==> src/rtl/fft_pkg.sv <==
// Shared FFT constants: sample width, frame size, bank index width, bit-reversal helper.
// Imported by the frame loader and the FFT datapath.
package fft_pkg;

   localparam int unsigned DATA_W     = 8;
   localparam int unsigned NPT        = 8;
   localparam int unsigned BANK_IDX_W = 3;

   typedef enum logic {StFilling, StFull} bank_state_e;

   function automatic logic [BANK_IDX_W-1:0] bitrev3(input logic [BANK_IDX_W-1:0] idx);
      return {idx[0], idx[1], idx[2]};
   endfunction

endpackage

==> src/rtl/frame_bank.sv <==
// One ping-pong bank: single write port, full flag FSM, parallel read of all slots.
module frame_bank
   import fft_pkg::*;
#(
   parameter int unsigned DATA_W = fft_pkg::DATA_W,
   parameter int unsigned NPT    = fft_pkg::NPT
) (
   input  logic                  clk_1,
   input  logic                  rst,
   input  logic                  wr_en,
   input  logic [BANK_IDX_W-1:0] wr_slot,
   input  logic [DATA_W-1:0]     wr_data,
   input  logic                  set_full,
   input  logic                  clr_full,
   output logic                  full,
   output logic [NPT*DATA_W-1:0] frame
);

   bank_state_e           state_q, state_d;
   logic [NPT*DATA_W-1:0] data_q;

   // Sample storage carries no reset; contents are ignored until the bank is full.
   always_ff @(posedge clk_1) begin
      if (wr_en) begin
         data_q[int'(wr_slot)*DATA_W +: DATA_W] <= wr_data;
      end
   end

   always_ff @(posedge clk_1) begin
      if (rst) begin
         state_q <= StFilling;
      end else begin
         state_q <= state_d;
      end
   end

   always_comb begin
      state_d = state_q;
      unique case (state_q)
         StFilling: if (set_full) state_d = StFull;
         StFull:    if (clr_full) state_d = StFilling;
      endcase
   end

   assign full  = (state_q == StFull);
   assign frame = data_q;

endmodule

==> src/rtl/fft_frame_loader.sv <==
// Serial-to-parallel ping-pong frame loader feeding the 8-point FFT datapath.
// Define LOADER_BITREV_EN to store samples in bit-reversed slot order.
module fft_frame_loader
   import fft_pkg::*;
#(
   parameter int unsigned DATA_W = fft_pkg::DATA_W,
   parameter int unsigned NPT    = fft_pkg::NPT
) (
   input  logic                  clk_1,
   input  logic                  rst,
   input  logic [DATA_W-1:0]     s_data,
   input  logic                  s_valid,
   output logic                  s_ready,
   input  logic                  flush,
   output logic [NPT*DATA_W-1:0] m_frame,
   output logic                  m_valid,
   input  logic                  m_ready,
   output logic [2:0]            fill_level,
   output logic                  frame_id
);

   logic [BANK_IDX_W-1:0] wr_ptr_q, wr_ptr_d, wr_slot;
   logic                  wr_bank_q, wr_bank_d;
   logic                  rd_bank_q, rd_bank_d;
   logic                  frame_id_q, frame_id_d;
   logic [1:0]            full;
   logic [NPT*DATA_W-1:0] bank_frame [2];
   logic                  accept, consume, last;

   always_ff @(posedge clk_1) begin
      if (rst) begin
         wr_ptr_q   <= '0;
         wr_bank_q  <= 1'b0;
         rd_bank_q  <= 1'b0;
         frame_id_q <= 1'b0;
      end else begin
         wr_ptr_q   <= wr_ptr_d;
         wr_bank_q  <= wr_bank_d;
         rd_bank_q  <= rd_bank_d;
         frame_id_q <= frame_id_d;
      end
   end

   always_comb begin
      s_ready = !full[wr_bank_q] && !flush;
      accept  = s_valid && s_ready;
      m_valid = full[rd_bank_q];
      consume = m_valid && m_ready;
      last    = (wr_ptr_q == BANK_IDX_W'(NPT - 1));
`ifdef LOADER_BITREV_EN
      wr_slot = bitrev3(wr_ptr_q);
`else
      wr_slot = wr_ptr_q;
`endif

      wr_ptr_d   = wr_ptr_q;
      wr_bank_d  = wr_bank_q;
      rd_bank_d  = rd_bank_q;
      frame_id_d = frame_id_q;
      // flush already masks accept through s_ready, so it only needs to rewind the pointer
      if (flush) begin
         wr_ptr_d = '0;
      end else if (accept) begin
         if (last) begin
            wr_ptr_d  = '0;
            wr_bank_d = !wr_bank_q;
         end else begin
            wr_ptr_d = wr_ptr_q + 1'b1;
         end
      end
      if (consume) begin
         rd_bank_d  = !rd_bank_q;
         frame_id_d = !frame_id_q;
      end
   end

   for (genvar b = 0; b < 2; b++) begin : g_bank
      frame_bank #(
         .DATA_W (DATA_W),
         .NPT    (NPT)
      ) u_bank (
         .clk_1    (clk_1),
         .rst      (rst),
         .wr_en    (accept && (wr_bank_q == 1'(b))),
         .wr_slot  (wr_slot),
         .wr_data  (s_data),
         .set_full (accept && last && (wr_bank_q == 1'(b))),
         .clr_full (consume && (rd_bank_q == 1'(b))),
         .full     (full[b]),
         .frame    (bank_frame[b])
      );
   end

   assign m_frame    = bank_frame[rd_bank_q];
   assign fill_level = wr_ptr_q;
   assign frame_id   = frame_id_q;

endmodule

==> config.mk <==
export PLATFORM = sky130hd
export DESIGN_NAME = fft_frame_loader
export DESIGN_NICKNAME = d
export VERILOG_FILES = /design/src/rtl/fft_pkg.sv /design/src/rtl/frame_bank.sv /design/src/rtl/fft_frame_loader.sv
export SDC_FILE = /design/constraint.sdc
export NUM_CORES = 1
export LEC_CHECK = 0
export ABC_AREA = 1
export CAP_MARGIN = 10
export CORE_ASPECT_RATIO = 1.75
export CORE_MARGIN = 1.5
export CORE_UTILIZATION = 54
export DETAILED_ROUTE_END_ITERATION = 16
export GPL_TIMING_DRIVEN = 0
export PLACE_DENSITY_LB_ADDON = 0.3
export SYNTH_ARGS = -nofsm -noshare
export SYNTH_HDL_FRONTEND = slang
export SYNTH_SLANG_ARGS = --single-unit
==> constraint.sdc <==
create_clock -name clk_1 -period 3.37 [get_ports clk_1]
set_input_delay 0.674 -clock clk_1 [delete_from_list [all_inputs] [get_ports clk_1]]
set_output_delay 0.674 -clock clk_1 [all_outputs]
set_load 0.03 [all_outputs]
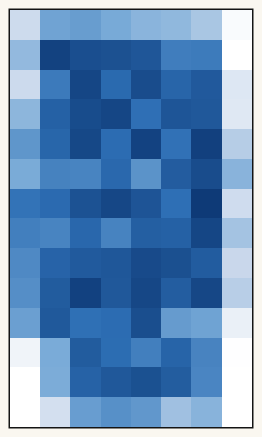
**Above:** local utilization.
The die is cut into 8 by 14 equal tiles; white is low, dark blue is high, 0 to 100% covered.
fullest tile: 96%
emptiest ninth of the die: lower right
mean over tiles: 63%
tiles over 75% full: 47%
nearly empty tiles: 5.4%

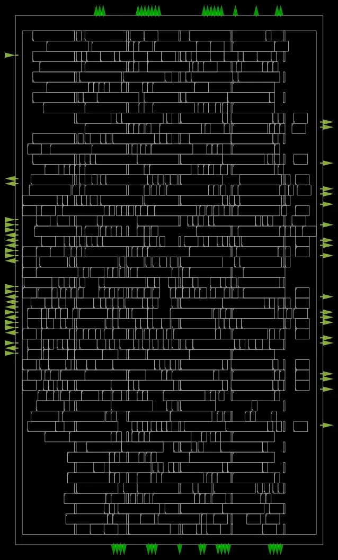
**Above:** placed standard cells.
final core utilization: 71.02%
placeable core region: 10360 um2
post-layout instance count excluding filler cells: 788
tap cell count: 127
layout sequential cell count: 136

==> results.txt <==
The following summarizes the physical implementation.

Status
The flow ran to the end, and the final reports show no timing, DRC or antenna violations.

Final timing
The minimum clock period after layout is 3254 ps. The final setup skew is 7.756 ps. Setup repair after global routing left no endpoint under its margin.

In the final report, the number of hold violations comes to 0. The pin closest to its max-slew limit shows a slew of 1260 ps. Setup violations remaining at the end of the flow were counted as 0. Summed over all failing endpoints, the final setup total negative slack is 0 ps. The share of the clock period used by the worst path is 96.57%.

The relative max-transition margin is 15.39%. Pins over their slew limit in the final report were tallied at 0. The maximum clock frequency is 0.3073 GHz.

Detailed routing
The via count is 4268. The average wire per standard cell is 16.90 um. The wire length reported by the detailed router is 13.31 mm. The per-cell via count in the routed design is 5.416. The count of nets left with antenna violations after detail routing is 0. The DRC violation count after routing is 0. According to the report, the first pass of detailed routing completed in 5 iterations. The detailed router finished its first iteration with 323 violations.

Synthesis
The cell area after synthesis is 5799 um2. The dominant cell by count in the synthesized netlist is sky130_fd_sc_hd__nand2_1. The total cells reported by yosys after synthesis is 544. The top flip-flop cell by instance count after synthesis is sky130_fd_sc_hd__edfxtp_1. The synthesized netlist devotes 0% of its cell area to XOR and XNOR gates.

The flop and latch count out of synthesis is 136. After synthesis, the netlist uses 27 different library cells. The cell-mix breakdown from Yosys lists the simple-gate area share as 24.92%. The fraction of the mapped netlist area in adder cells is 1.510%.

Yosys attributes the largest share of cell area to sky130_fd_sc_hd__edfxtp_1, sky130_fd_sc_hd__nand2_1, sky130_fd_sc_hd__nor2_1, sky130_fd_sc_hd__dfxtp_1, sky130_fd_sc_hd__inv_1. Of the post-synthesis cell area, the dominant cell type holds 66.28%. In the synthesis report, Yosys lists the chip area as 5799 um2. The mean cell area of the mapped netlist is 10.66 um2. The number of standard cells after synthesis is 544.

The area fraction in mux cells is 0%. The count of flip-flops with a built-in enable after synthesis is 128. The synthesized-area fraction occupied by ao, oa, aoi and oai cells is 0.6904%. The number of warning messages in the yosys log is 0. For reference, the top cells by count after synthesis are sky130_fd_sc_hd__nand2_1, sky130_fd_sc_hd__edfxtp_1, sky130_fd_sc_hd__nor2_1, sky130_fd_sc_hd__inv_1, sky130_fd_sc_hd__nand3_1.

The number of nets handed over by synthesis was 564. The synthesis report gives the async set-or-reset register share as 0%. The cell taking the most area after synthesis is sky130_fd_sc_hd__edfxtp_1.

For this run, the register share of the synthesized area comes to 69.04%. Grouping non-sequential cells by family puts the most area in simple AND/OR/NAND/NOR gates.

Global routing
The first-pass GRT wire length is 20.65 mm. Entering global routing, the biggest net connects 17 pins. The total routing resource utilization after global routing is 25.10%. The number of antenna violations at the first check in global routing is 0. The number of global-route vias before repair is 4197. The global-route congestion overflow total is 0.

Power
Total power normalized to cell area comes to 506.0 nW/um2. Looking at the power breakdown, sequential logic takes 49.4% of the total. The worst-case vdd ir drop is 495.0 uV. The switching portion of total power comes to 20.59%. The internal power consumption is 2.956 mW. The standby leakage power is 2.777 nW. The part of the total power dissipated in the clock network is 46.9%. The fraction of power consumed by combinational cells is 3.6%.

The switching power summed over all nets is 0.7666 mW.

Hold path
The cell depth of the worst min-delay path is 2. The type recorded for the worst min-delay path is reg -> reg. The path with the worst hold slack has its endpoint at frame_id.

The launch instance of the worst min-delay path is frame_id.

Setup path
The delay contributed by the slowest stage of the critical path is 680 ps. On the critical path the data arrives at 2580 ps. The endpoint required time on the critical path is 2700 ps.

Per the STA report, the cell with the highest stage delay on the worst path is sky130_fd_sc_hd__clkdlybuf4s50_1. The cell depth of the worst flop-to-flop path is 7. Per STA, the worst path is made up of inv_1, buf_2, buf_1, nand2_1, nand2_1, clkdlybuf4s50_1. STA classifies the critical path endpoint as an output pin. The worst setup path is launched from a register. The timing report notes that buffer and inverter cells on the critical path total 4.

The worst setup path is of the reg -> out kind. The critical path's top delay family is buffers and inverters. Looking at the reg2reg group, the worst path starts from fill_level[0]. The capture point of the worst register-to-register path is recorded as g_bank[1].u_bank.frame[43]. The most numerous cell on the critical path is sky130_fd_sc_hd__nand2_1. The maximum fanout along the worst path is 10. The timing report gives the worst reg2reg path a setup slack of 210 ps.

Place
The detailed placer reported the number of placed instances as 753. The global placer's final weighted congestion is 0.9876. The post-detailed-placement half-perimeter wirelength is 9.723 mm. As logged by OpenROAD, the buffers inserted on ports number 82.

Floorplanning
83 I/O pins were placed. The die width is 81.34 um. The floorplan step defined a die boundary enclosing 11390 um2.

Once the floorplan was initialized, standard cells occupied 55.97% of the core. The row count is 49. The vertical die dimension is 140.1 um.

Clock tree
The tree is rooted in a sky130_fd_sc_hd__clkbuf_16. The maximum buffer depth of the clock tree is 2. The number of gates resized after cts is 0. TritonCTS built the clock tree. The total clock sinks is 136.

Per the repair_timing log after CTS, setup buffers inserted total 0. The count of H-tree levels built during CTS is 4. After clock tree synthesis, the flow added hold-fix buffers numbering 0.

Counting the buffers created by CTS gives 17. The clock latency on the worst-skew pair is 420 ps. The timing report gives the clock slew at the launch and capture registers of the worst setup and hold paths as 60 ps.

Final layout
The relative area change from synthesis to final layout is 26.88%. The final net count is 668. Per the cell usage report, the commonest logic cell in the layout is sky130_fd_sc_hd__nand2_1. Of the cells placed in the final design, the portion with a size suffix greater than 1 is 9.380%. The top cell types in the final layout, fill and taps aside, are sky130_fd_sc_hd__nand2_1, sky130_fd_sc_hd__edfxtp_1, sky130_fd_sc_hd__clkdlybuf4s50_1. For this run, the script counts the antenna cells in the layout as 0.

Per the layout report, the design carries 713 filler cells.

Flow run
Warnings raised by the tools during the run amount to 30. The max-cap violation count is 0.
-- power by group through the flow --
| stage | sequential (mW) | combinational, mW | clock, mW |
|---|---|---|---|
| 5_1_grt | 1.84 | 0.144 | 1.84 |
| 2_1_floorplan | 1.87 | 0.0746 | 0 |
| 3_5_place_dp | 1.87 | 0.133 | 0 |
| 6_report | 1.84 | 0.136 | 1.75 |
| 4_1_cts | 1.84 | 0.134 | 1.76 |
| 3_3_place_gp | 1.87 | 0.129 | 0 |
-- worst register-to-register path, stage by stage (launching register included) --
cell and delay (ps):
sky130_fd_sc_hd__dfxtp_1 530, sky130_fd_sc_hd__inv_2 110, sky130_fd_sc_hd__ha_1 240, sky130_fd_sc_hd__ha_1 370
sky130_fd_sc_hd__inv_2 220, sky130_fd_sc_hd__nand2_2 130, sky130_fd_sc_hd__buf_4 190, sky130_fd_sc_hd__nor3_1 990
-- per-layer routing --
layer  vias up  global-route usage [%]  part of all wire (%)
met5         -                       0                     0
met4         0                   14.52                   4.6
met3        52                   5.537                   6.9
met2       226                   43.50                    55
met1      1985                   27.21                    33
li1       2005                       -                     -
-- layout make-up --
class                      count  area (um2)  area share [%]
tap                          127       158.9           2.159
sequential                   136        4004           54.41
clock inverter                14       132.6           1.802
inverter                      31       116.4           1.581
timing repair buffer          85       838.3           11.39
buffer                        22       106.4           1.445
multi-input combinational    355        1573           21.37
clock buffer                  18       429.2           5.832
-- flip-flops by register name, summed over array words and instances, names as in the netlist --
name	count
fill_level	3
frame_id	1
g_bank.u_bank.frame	128
g_bank.u_bank.full	2
rd_bank_q	1
wr_bank_q	1
-- how the worst max path moves through the flow --
stage,from,to,depth (start not counted)
after floorplan,fill_level[0],g_bank[1].u_bank.frame[40],7
after global placement,flush,g_bank[1].u_bank.frame[8],6
after detailed placement,flush,g_bank[0].u_bank.frame[10],6
after CTS,rd_bank_q,m_frame[41],6
after global routing,rd_bank_q,m_frame[41],6
final,rd_bank_q,m_frame[41],6
-- per-stage QoR --
stage | cell area [um2] | worst slack [ps] | hold slack, ps | total power [mW]
after global placement | 6779 | 392.7 | 451.7 | 2.003
after CTS | 7341 | 142.6 | 476.9 | 3.731
final | 7358 | 115.8 | 471.8 | 3.723
after floorplan | 5799 | 644.3 | 465.2 | 1.949
after detailed placement | 6779 | 268.9 | 462.2 | 2.007
after global routing | 7358 | 34.37 | 489.0 | 3.819
-- cell families after synthesis --
| group | count (synthesis) |
|---|---|
| AND-OR/OR-AND | 8 |
| adder cells (fa/ha/maj) | 7 |
| flip-flops | 136 |
| buffers and inverters | 53 |
| AND/OR/NAND/NOR | 340 |
Power is estimated from default activity; no workload was simulated.
